`src/rtl/mult_div_unit_pkg.sv`:
```
// mult_div_unit_pkg: shared constants and state encoding for the multiply/divide unit
package mult_div_unit_pkg;
  localparam int MDU_WIDTH = 32;
  localparam int MDU_ITERS = 32;
  localparam logic [5:0] FUNCT_MULT = 6'h18;
  localparam logic [5:0] FUNCT_DIV = 6'h1A;
  typedef enum logic [2:0] {ST_IDLE, ST_MULT_RUN, ST_DIV_RUN, ST_FIX_SIGN, ST_DONE} state_t;
endpackage

```
`src/rtl/mult_div_unit_div_core.sv`:
```
// mult_div_unit_div_core: restoring unsigned divide on magnitudes, one quotient bit per step
module mult_div_unit_div_core
  import mult_div_unit_pkg::*;
#(
  parameter int W = MDU_WIDTH
) (
  input  logic         clk,
  input  logic         reset,
  input  logic         load,
  input  logic         step,
  input  logic [W-1:0] dividend,
  input  logic [W-1:0] divisor,
  output logic [W-1:0] rem,
  output logic [W-1:0] quo
);
  logic [W-1:0] rem_q, rem_d, quo_q, quo_d, dvs_q, dvs_d;
  logic [W:0] shifted;
  logic [W+1:0] diff;
  assign shifted = {rem_q, quo_q[W-1]};
  assign diff = {1'b0, shifted} - {2'b00, dvs_q};
  always_comb begin
    rem_d = load ? '0 : step ? (diff[W+1] ? shifted[W-1:0] : diff[W-1:0]) : rem_q;
    quo_d = load ? dividend : step ? {quo_q[W-2:0], ~diff[W+1]} : quo_q;
    dvs_d = load ? divisor : dvs_q;
  end
  always_ff @(posedge clk) begin
    if (reset) begin
      rem_q <= '0;
      quo_q <= '0;
      dvs_q <= '0;
    end else begin
      rem_q <= rem_d;
      quo_q <= quo_d;
      dvs_q <= dvs_d;
    end
  end
  assign rem = rem_q;
  assign quo = quo_q;
endmodule

```
`src/rtl/mult_div_unit.sv`:
```
// mult_div_unit: multicycle signed Booth multiply / restoring divide feeding HI/LO
module mult_div_unit
  import mult_div_unit_pkg::*;
#(
  parameter int WIDTH = MDU_WIDTH,
  parameter int ITERS = MDU_ITERS
) (
  input  logic             clk,
  input  logic             reset,
  input  logic             mult_start,
  input  logic             div_start,
  input  logic [WIDTH-1:0] op_a,
  input  logic [WIDTH-1:0] op_b,
  output logic [WIDTH-1:0] hi_out,
  output logic [WIDTH-1:0] lo_out,
  output logic             busy,
  output logic             done,
  output logic             div_zero
);
  localparam int CW = $clog2(ITERS);
  localparam logic [CW-1:0] LAST = CW'(ITERS - 1);
  state_t state_q, state_d;
  logic [CW-1:0] cnt_q, cnt_d;
  logic [WIDTH-1:0] acc_q, acc_d, q_q, q_d, m_q, m_d, hi_q, hi_d, lo_q, lo_d;
  logic qm1_q, qm1_d, qneg_q, qneg_d, rneg_q, rneg_d;
  logic done_q, done_d, dz_q, dz_d, busy_q, busy_d;
  logic div_load, div_step;
  logic [WIDTH-1:0] rem, quo, mag_a, mag_b;
  logic [WIDTH:0] ext_acc, ext_m, booth_sum;
  assign mag_a = op_a[WIDTH-1] ? -op_a : op_a;
  assign mag_b = op_b[WIDTH-1] ? -op_b : op_b;
  // one guard bit keeps acc -= M exact when M is the most negative value
  assign ext_acc = {acc_q[WIDTH-1], acc_q};
  assign ext_m = {m_q[WIDTH-1], m_q};
  assign booth_sum = ({q_q[0], qm1_q} == 2'b01) ? ext_acc + ext_m :
                     ({q_q[0], qm1_q} == 2'b10) ? ext_acc - ext_m : ext_acc;
  mult_div_unit_div_core #(.W(WIDTH)) u_div (
    .clk(clk),
    .reset(reset),
    .load(div_load),
    .step(div_step),
    .dividend(mag_a),
    .divisor(mag_b),
    .rem(rem),
    .quo(quo)
  );
  always_comb begin
    state_d = state_q;
    cnt_d = cnt_q;
    acc_d = acc_q;
    q_d = q_q;
    qm1_d = qm1_q;
    m_d = m_q;
    qneg_d = qneg_q;
    rneg_d = rneg_q;
    hi_d = hi_q;
    lo_d = lo_q;
    done_d = 1'b0;
    dz_d = 1'b0;
    busy_d = 1'b0;
    div_load = 1'b0;
    div_step = 1'b0;
    case (state_q)
      ST_IDLE: begin
        if (mult_start) begin
          acc_d = '0;
          q_d = op_a;
          qm1_d = 1'b0;
          m_d = op_b;
          cnt_d = '0;
          busy_d = 1'b1;
          state_d = ST_MULT_RUN;
        end else if (div_start && op_b == '0) begin
          done_d = 1'b1;
          dz_d = 1'b1;
          state_d = ST_DONE;
        end else if (div_start) begin
          div_load = 1'b1;
          qneg_d = op_a[WIDTH-1] ^ op_b[WIDTH-1];
          rneg_d = op_a[WIDTH-1];
          cnt_d = '0;
          busy_d = 1'b1;
          state_d = ST_DIV_RUN;
        end
      end
      ST_MULT_RUN: begin
        acc_d = booth_sum[WIDTH:1];
        q_d = {booth_sum[0], q_q[WIDTH-1:1]};
        qm1_d = q_q[0];
        cnt_d = cnt_q + CW'(1);
        busy_d = cnt_q != LAST;
        if (cnt_q == LAST) begin
          hi_d = booth_sum[WIDTH:1];
          lo_d = {booth_sum[0], q_q[WIDTH-1:1]};
          done_d = 1'b1;
          state_d = ST_DONE;
        end
      end
      ST_DIV_RUN: begin
        div_step = 1'b1;
        cnt_d = cnt_q + CW'(1);
        busy_d = 1'b1;
        state_d = (cnt_q == LAST) ? ST_FIX_SIGN : ST_DIV_RUN;
      end
      ST_FIX_SIGN: begin
        hi_d = rneg_q ? -rem : rem;
        lo_d = qneg_q ? -quo : quo;
        done_d = 1'b1;
        state_d = ST_DONE;
      end
      default: state_d = ST_IDLE;
    endcase
  end
  always_ff @(posedge clk) begin
    if (reset) begin
      state_q <= ST_IDLE;
      cnt_q <= '0;
      acc_q <= '0;
      q_q <= '0;
      qm1_q <= 1'b0;
      m_q <= '0;
      qneg_q <= 1'b0;
      rneg_q <= 1'b0;
      hi_q <= '0;
      lo_q <= '0;
      done_q <= 1'b0;
      dz_q <= 1'b0;
      busy_q <= 1'b0;
    end else begin
      state_q <= state_d;
      cnt_q <= cnt_d;
      acc_q <= acc_d;
      q_q <= q_d;
      qm1_q <= qm1_d;
      m_q <= m_d;
      qneg_q <= qneg_d;
      rneg_q <= rneg_d;
      hi_q <= hi_d;
      lo_q <= lo_d;
      done_q <= done_d;
      dz_q <= dz_d;
      busy_q <= busy_d;
    end
  end
  assign hi_out = hi_q;
  assign lo_out = lo_q;
  assign busy = busy_q;
  assign done = done_q;
  assign div_zero = dz_q;
endmodule

```
`config.mk`:
```
export PLATFORM = sky130hd
export DESIGN_NAME = mult_div_unit
export DESIGN_NICKNAME = d
export VERILOG_FILES = /design/src/rtl/mult_div_unit_pkg.sv /design/src/rtl/mult_div_unit_div_core.sv /design/src/rtl/mult_div_unit.sv
export SDC_FILE = /design/constraint.sdc
export NUM_CORES = 1
export LEC_CHECK = 0
export CORE_AREA = 2 2 192 194
export CTS_CLUSTER_DIAMETER = 120
export DETAILED_ROUTE_END_ITERATION = 8
export DIE_AREA = 0 0 194 196
export PLACE_DENSITY = 0.75
export SLEW_MARGIN = 20
export SYNTH_ARGS = -nofsm -noshare
export SYNTH_HDL_FRONTEND = slang
export SYNTH_HIERARCHICAL = 1
export SYNTH_SLANG_ARGS = --single-unit
```
`constraint.sdc`:
```
create_clock -name clk -period 5.02 [get_ports clk]
set_clock_uncertainty 0.2 [all_clocks]
set_input_delay 1.004 -clock clk [delete_from_list [all_inputs] [get_ports clk]]
set_output_delay 1.004 -clock clk [all_outputs]
set_load 0.01 [all_outputs]
```
==> reports/qor.yml <==
status: "completed"
crit_type: "in2reg"
cts_hold_buf: 0
drive_gt1_share_pct: 5.240
ys_warn_count: 6
setup_violations: 0
grt_pass1_vias: 18030
clkPwrFrac_pct: 24.9
ir_worst_vdd_mv: 0.2853
io_pins: 135
n_fill_cell: 3279
dieArea_um2: 38020
p_int_mw: 5.114
seq_area_frac_synth_pct: 27.71
cts_setup_buffers: 0
pwr-share-seq_pct: 30.0
taps: 468
drv_slew: 0
dpl_worst_slack_ns: 0.01606
sh_comb_area_pct: 58.47
first_pass_iters: 6
final.clkbuf_count: 39
layout.area.comb_um2: 12900
ys_sh_simple_pct: 20.08
xor_share_pct: 8.801
cts_tree: "done"
hp-class: "reg2reg"
ys_sh_aoi_pct: 25.14
[stage by stage]
| stage | cell area, um^2 | hold WS (ns) | cells | power (mW) |
|---|---|---|---|---|
| 2_1_floorplan | 19510 | 0.2530 | 2607 | 5.560 |
| 3_3_place_gp | 21100 | 0.2414 | 3088 | 6.396 |
| 4_1_cts | 22050 | 0.2544 | 3140 | 8.637 |
| 5_1_grt | 22060 | 0.2695 | 3147 | 9.190 |
| 3_5_place_dp | 21100 | 0.2464 | 3088 | 6.460 |
| 6_report | 22060 | 0.2510 | 3147 | 8.712 |
[metal layers]
layer	up-vias	share of wire (%)	global-route usage [%]
met4	0	3.4	11.42
met3	131	7.4	3.748
met5	-	0	0
met1	9205	45	46.15
li1	9352	-	-
met2	774	44	49.35
==> images/port_trees.png <==
The bar under the picture is 50 um long.
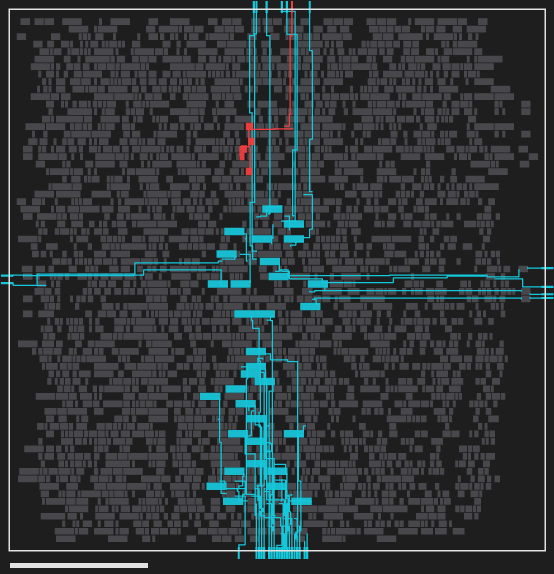
[cyan] hi_out | bits: 32 | direction: output | edge: 20 bottom, 6 top, 4 right, 2 left | end cells: 32 | buffers: 32 | wire: 2270 um
[red] mult_start | bits: 1 | direction: input | edge: top | end cells: 5 | buffers: 1 | wire: 86.1 um

==> images/sizing.png <==
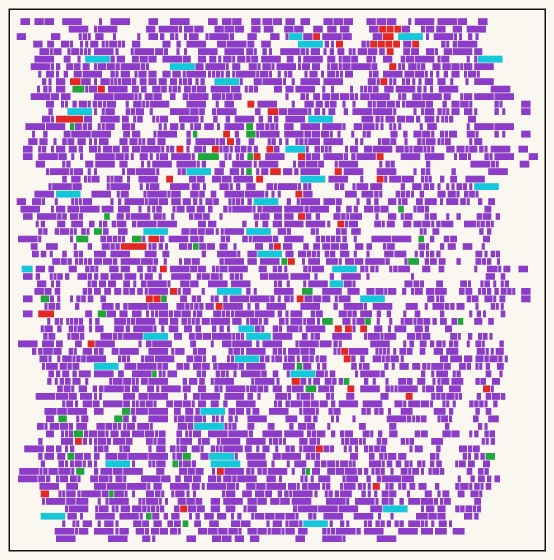
[cyan] x6 and larger | cells: 37 | share: 1.4%
[red] x3 and x4 | cells: 62 | share: 2.3%
[green] x2 | cells: 41 | share: 1.5%
[purple] x1 and smaller | cells: 2532 | share: 95%

==> images/layers.png <==
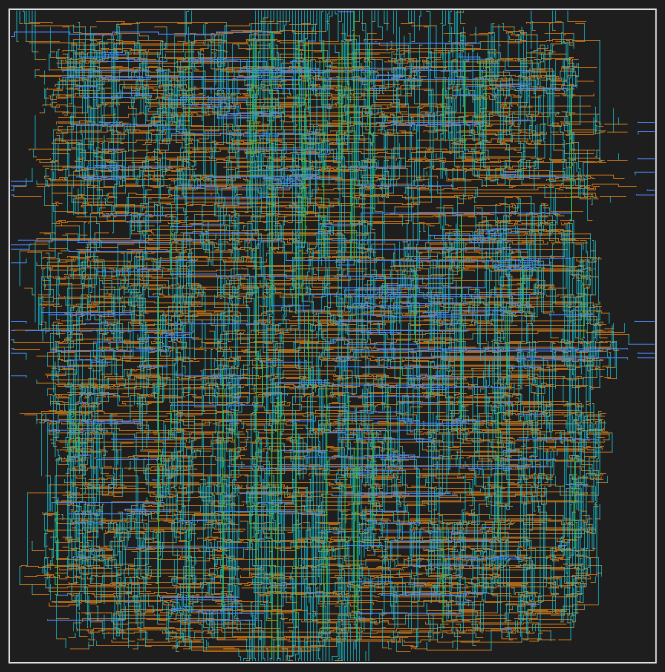
[blue] M3 | wire length: 4670 um
[cyan] M2 | wire length: 27.7 mm
[green] M4 | wire length: 2120 um
[orange] M1 | wire length: 28.7 mm

No activity file was given, so power comes from the tool's default toggle rates.
